**src/rtl/shift_right_seq_unit.sv**
```systemverilog
// rtl/shift_right_seq_unit.sv - sequential right shifter, one bit per clock, four fill modes
//
// Purpose: loads a WIDTH-bit operand on an accepted start, then shifts it right
// by a latched amount, one step per clock. It signals busy while steps remain,
// and it pulses done for one cycle when the result is valid.
//
// Ports:
//   clk        rising-edge clock
//   rst_n      asynchronous active-low reset
//   start      request; accepted whenever no shift is in progress (IDLE or DONE)
//   sel1,sel0  mode: 00 logical, 01 rotate, 10 rotate-through-carry, 11 arithmetic
//   amt        number of single-bit steps, latched at start
//   x          operand, loaded into f at start
//   cin        carry-in, seeds cout in rotate-through-carry mode
//   f          working/result register
//   cout       last bit shifted out (carry bit of the ring in mode 10)
//   busy       high while shift steps remain
//   done       one-cycle pulse, f/cout valid
module shift_right_seq_unit #(
  parameter int WIDTH = 8,
  parameter int AMT_W = $clog2(WIDTH) + 1
) (
  input  logic             clk,
  input  logic             rst_n,
  input  logic             start,
  input  logic             sel1,
  input  logic             sel0,
  input  logic [AMT_W-1:0] amt,
  input  logic [WIDTH-1:0] x,
  input  logic             cin,
  output logic [WIDTH-1:0] f,
  output logic             cout,
  output logic             busy,
  output logic             done
);

  localparam logic [1:0] ST_IDLE  = 2'd0;
  localparam logic [1:0] ST_SHIFT = 2'd1;
  localparam logic [1:0] ST_DONE  = 2'd2;

  localparam logic [1:0] MODE_LOGICAL = 2'b00;
  localparam logic [1:0] MODE_ROTATE  = 2'b01;
  localparam logic [1:0] MODE_RCARRY  = 2'b10;
  localparam logic [1:0] MODE_ARITH   = 2'b11;

  localparam logic [AMT_W-1:0] CNT_ONE = AMT_W'(1);

  logic [1:0]       state_q, state_d;
  logic [1:0]       mode_q,  mode_d;
  logic [AMT_W-1:0] cnt_q,   cnt_d;
  logic [WIDTH-1:0] f_q,     f_d;
  logic             cout_q,  cout_d;
  logic             busy_q,  busy_d;
  logic             done_q,  done_d;

  logic             accept;
  logic             fill_bit;
  logic [1:0]       mode_in;

  assign mode_in = {sel1, sel0};

  // start is honoured in IDLE and in the DONE cycle, never during SHIFT.
  assign accept = start && (state_q != ST_SHIFT);

  // Bit entering at the MSB on a shift step, chosen by the latched mode.
  always_comb begin
    fill_bit = 1'b0;
    case (mode_q)
      MODE_LOGICAL: fill_bit = 1'b0;
      MODE_ROTATE:  fill_bit = f_q[0];
      MODE_RCARRY:  fill_bit = cout_q;      // WIDTH+1-bit ring through cout
      MODE_ARITH:   fill_bit = f_q[WIDTH-1];
      default:      fill_bit = 1'b0;
    endcase
  end

  always_comb begin
    state_d = state_q;
    mode_d  = mode_q;
    cnt_d   = cnt_q;
    f_d     = f_q;
    cout_d  = cout_q;

    case (state_q)
      ST_IDLE: begin
        state_d = ST_IDLE;
      end
      ST_SHIFT: begin
        f_d    = {fill_bit, f_q[WIDTH-1:1]};
        cout_d = f_q[0];
        cnt_d  = cnt_q - CNT_ONE;
        // SHIFT is only entered with a non-zero count, so 1 marks the last step.
        if (cnt_q == CNT_ONE) begin
          state_d = ST_DONE;
        end
      end
      ST_DONE: begin
        state_d = ST_IDLE;
      end
      default: begin
        state_d = ST_IDLE;
      end
    endcase

    // A new request overrides the DONE->IDLE return so back-to-back ops lose no cycle.
    if (accept) begin
      mode_d  = mode_in;
      cnt_d   = amt;
      f_d     = x;
      cout_d  = (mode_in == MODE_RCARRY) ? cin : 1'b0;
      state_d = (amt != '0) ? ST_SHIFT : ST_DONE;
    end
  end

  // busy/done are registered copies of the next state so the outputs come
  // straight from flops and can never be high together.
  assign busy_d = (state_d == ST_SHIFT);
  assign done_d = (state_d == ST_DONE);

  always_ff @(posedge clk or negedge rst_n) begin
    if (!rst_n) begin
      state_q <= ST_IDLE;
      mode_q  <= MODE_LOGICAL;
      cnt_q   <= '0;
      f_q     <= '0;
      cout_q  <= 1'b0;
      busy_q  <= 1'b0;
      done_q  <= 1'b0;
    end else begin
      state_q <= state_d;
      mode_q  <= mode_d;
      cnt_q   <= cnt_d;
      f_q     <= f_d;
      cout_q  <= cout_d;
      busy_q  <= busy_d;
      done_q  <= done_d;
    end
  end

  assign f    = f_q;
  assign cout = cout_q;
  assign busy = busy_q;
  assign done = done_q;

endmodule

```
**config.mk**
```make
export PLATFORM = sky130hd
export DESIGN_NAME = shift_right_seq_unit
export DESIGN_NICKNAME = d
export VERILOG_FILES = /design/src/rtl/shift_right_seq_unit.sv
export SDC_FILE = /design/constraint.sdc
export NUM_CORES = 1
export LEC_CHECK = 0
export CORE_UTILIZATION = 49
export DETAILED_ROUTE_END_ITERATION = 12
export PLACE_DENSITY = 0.9
export SLEW_MARGIN = 10
export SYNTH_ARGS = -nofsm -noshare
export SYNTH_HDL_FRONTEND = slang
export SYNTH_SLANG_ARGS = --single-unit
```
**constraint.sdc**
```tcl
create_clock -name clk -period 2.6 [get_ports clk]
set_clock_uncertainty 0.05 [all_clocks]
set_input_delay 0.39 -clock clk [delete_from_list [all_inputs] [get_ports clk]]
set_output_delay 0.39 -clock clk [all_outputs]
set_load 0.02 [all_outputs]
```
==> images/layer_met1.png <==
Scale bar: 10 µm. Supply wires on this layer in grey.
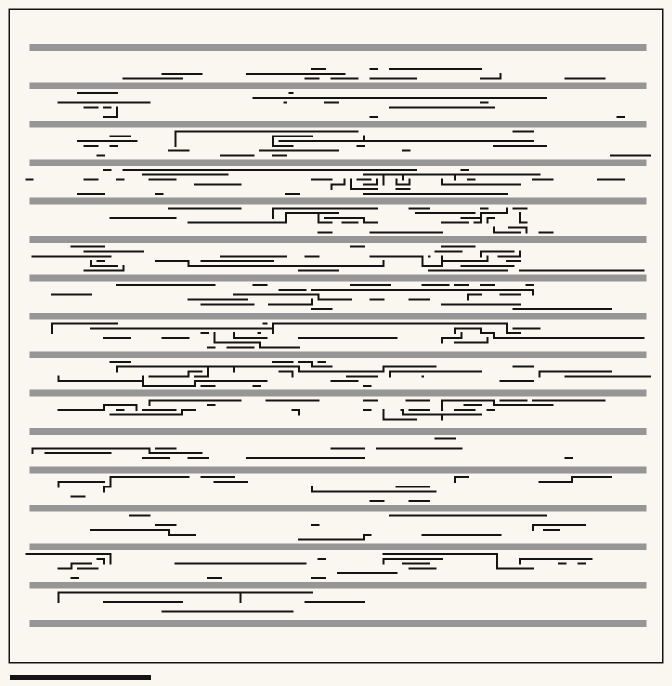
nets with wire on the layer	118
share of all routed wire	42%
wire length on this layer	869 µm
longest straight run	20.7 µm

==> images/layer_met2.png <==
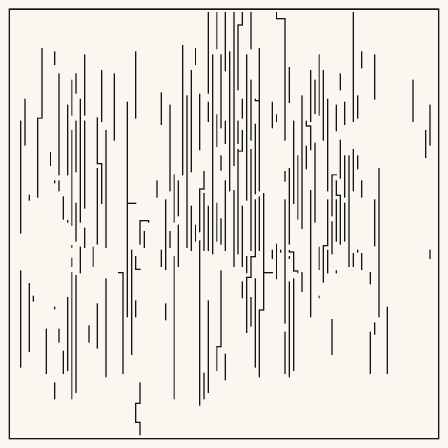
longest straight run	23.1 µm
nets with wire on the layer	126
wire length on this layer	1070 µm
share of all routed wire	51%
main direction	vertical

==> images/layer_met3.png <==
Scale bar: 10 µm. Cells faint in the background.
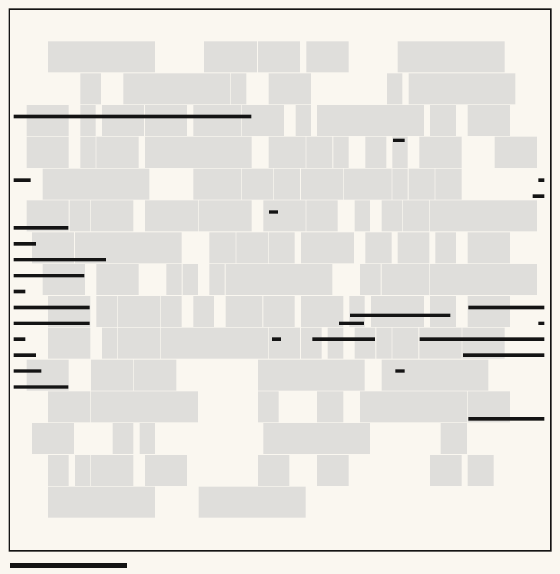
longest straight run	20.0 µm
nets with wire on the layer	25
wire length on this layer	110 µm
share of all routed wire	5.3%
main direction	horizontal

==> images/clocks.png <==
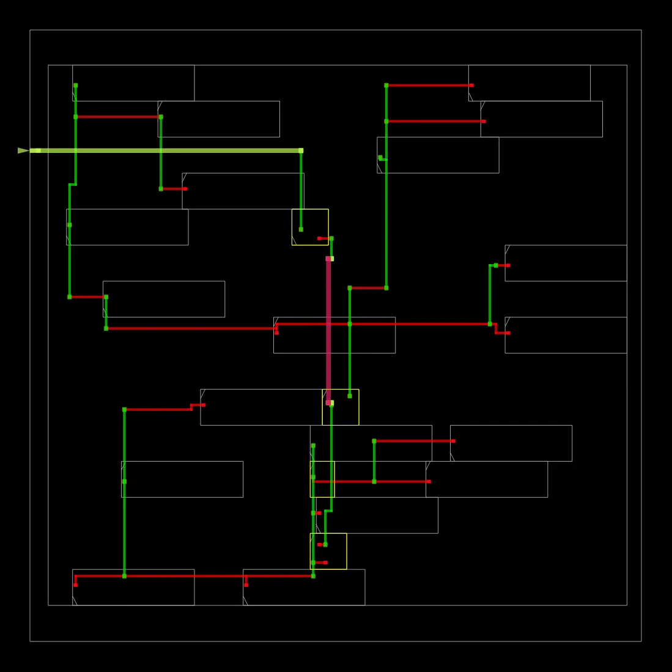
clock sink total: 19
Num CTS Buffers: 3
clk pwr: 153 µW

==> notes.md <==
run results: crit path to f[0], met3 global-route usage 2.75%, fill cell count 140, WL final 2080 µm, final hold vios 0, hold endpoint f[2]$_DFFE_PN0P_, Inserted Diodes 0, Adders+Majority by Area 6.54%, Final Net Count 145, CP arrival 1400 ps, worst slew pin tran 851 ps, Reg2Reg Depth 3, post-DP HPWL 1570 µm, MaxCap Viol Count 0, post-route setup slack 764 ps, core area 1780 µm², Flop area 475 µm², Site Rows 15, xor/xnor share 0%, critical path endpoint category output port, status finished, final reports clean, Post-Synth AOI/OAI Area 12.2%, synth unique cells 28, Multiplexer share 10.9%, LEAKAGE 0.596 nW
## cell families after synthesis
kind of cell,after synthesis
adder cells (fa/ha/maj),5
AND-OR/OR-AND,18
buffers and inverters,9
flip-flops,19
AND/OR/NAND/NOR,31
multiplexers,10
## area by class of cell
type / count / area share, %
Sequential cell: 19 / 37.0
Tap cell: 25 / 2.43
Clock inverter: 1 / 0.389
Multi-Input combinational cell: 64 / 34.3
Clock buffer: 3 / 1.75
Inverter: 4 / 1.17
Timing Repair Buffer: 30 / 23.0
## sequential cells by signal, indices dropped and copies added (netlist names)
register and cells:
busy 1, cnt_q 4, cout 1, done 1, f 8, mode_q 2, state_q 2
## report_power, final
| group | internal (mW) | switching (mW) |
|---|---|---|
| Clock | 0.0573 | 0.0954 |
| Combinational | 0.325 | 0.348 |
| Sequential | 0.428 | 0.106 |
Power is estimated from default activity; no workload was simulated.
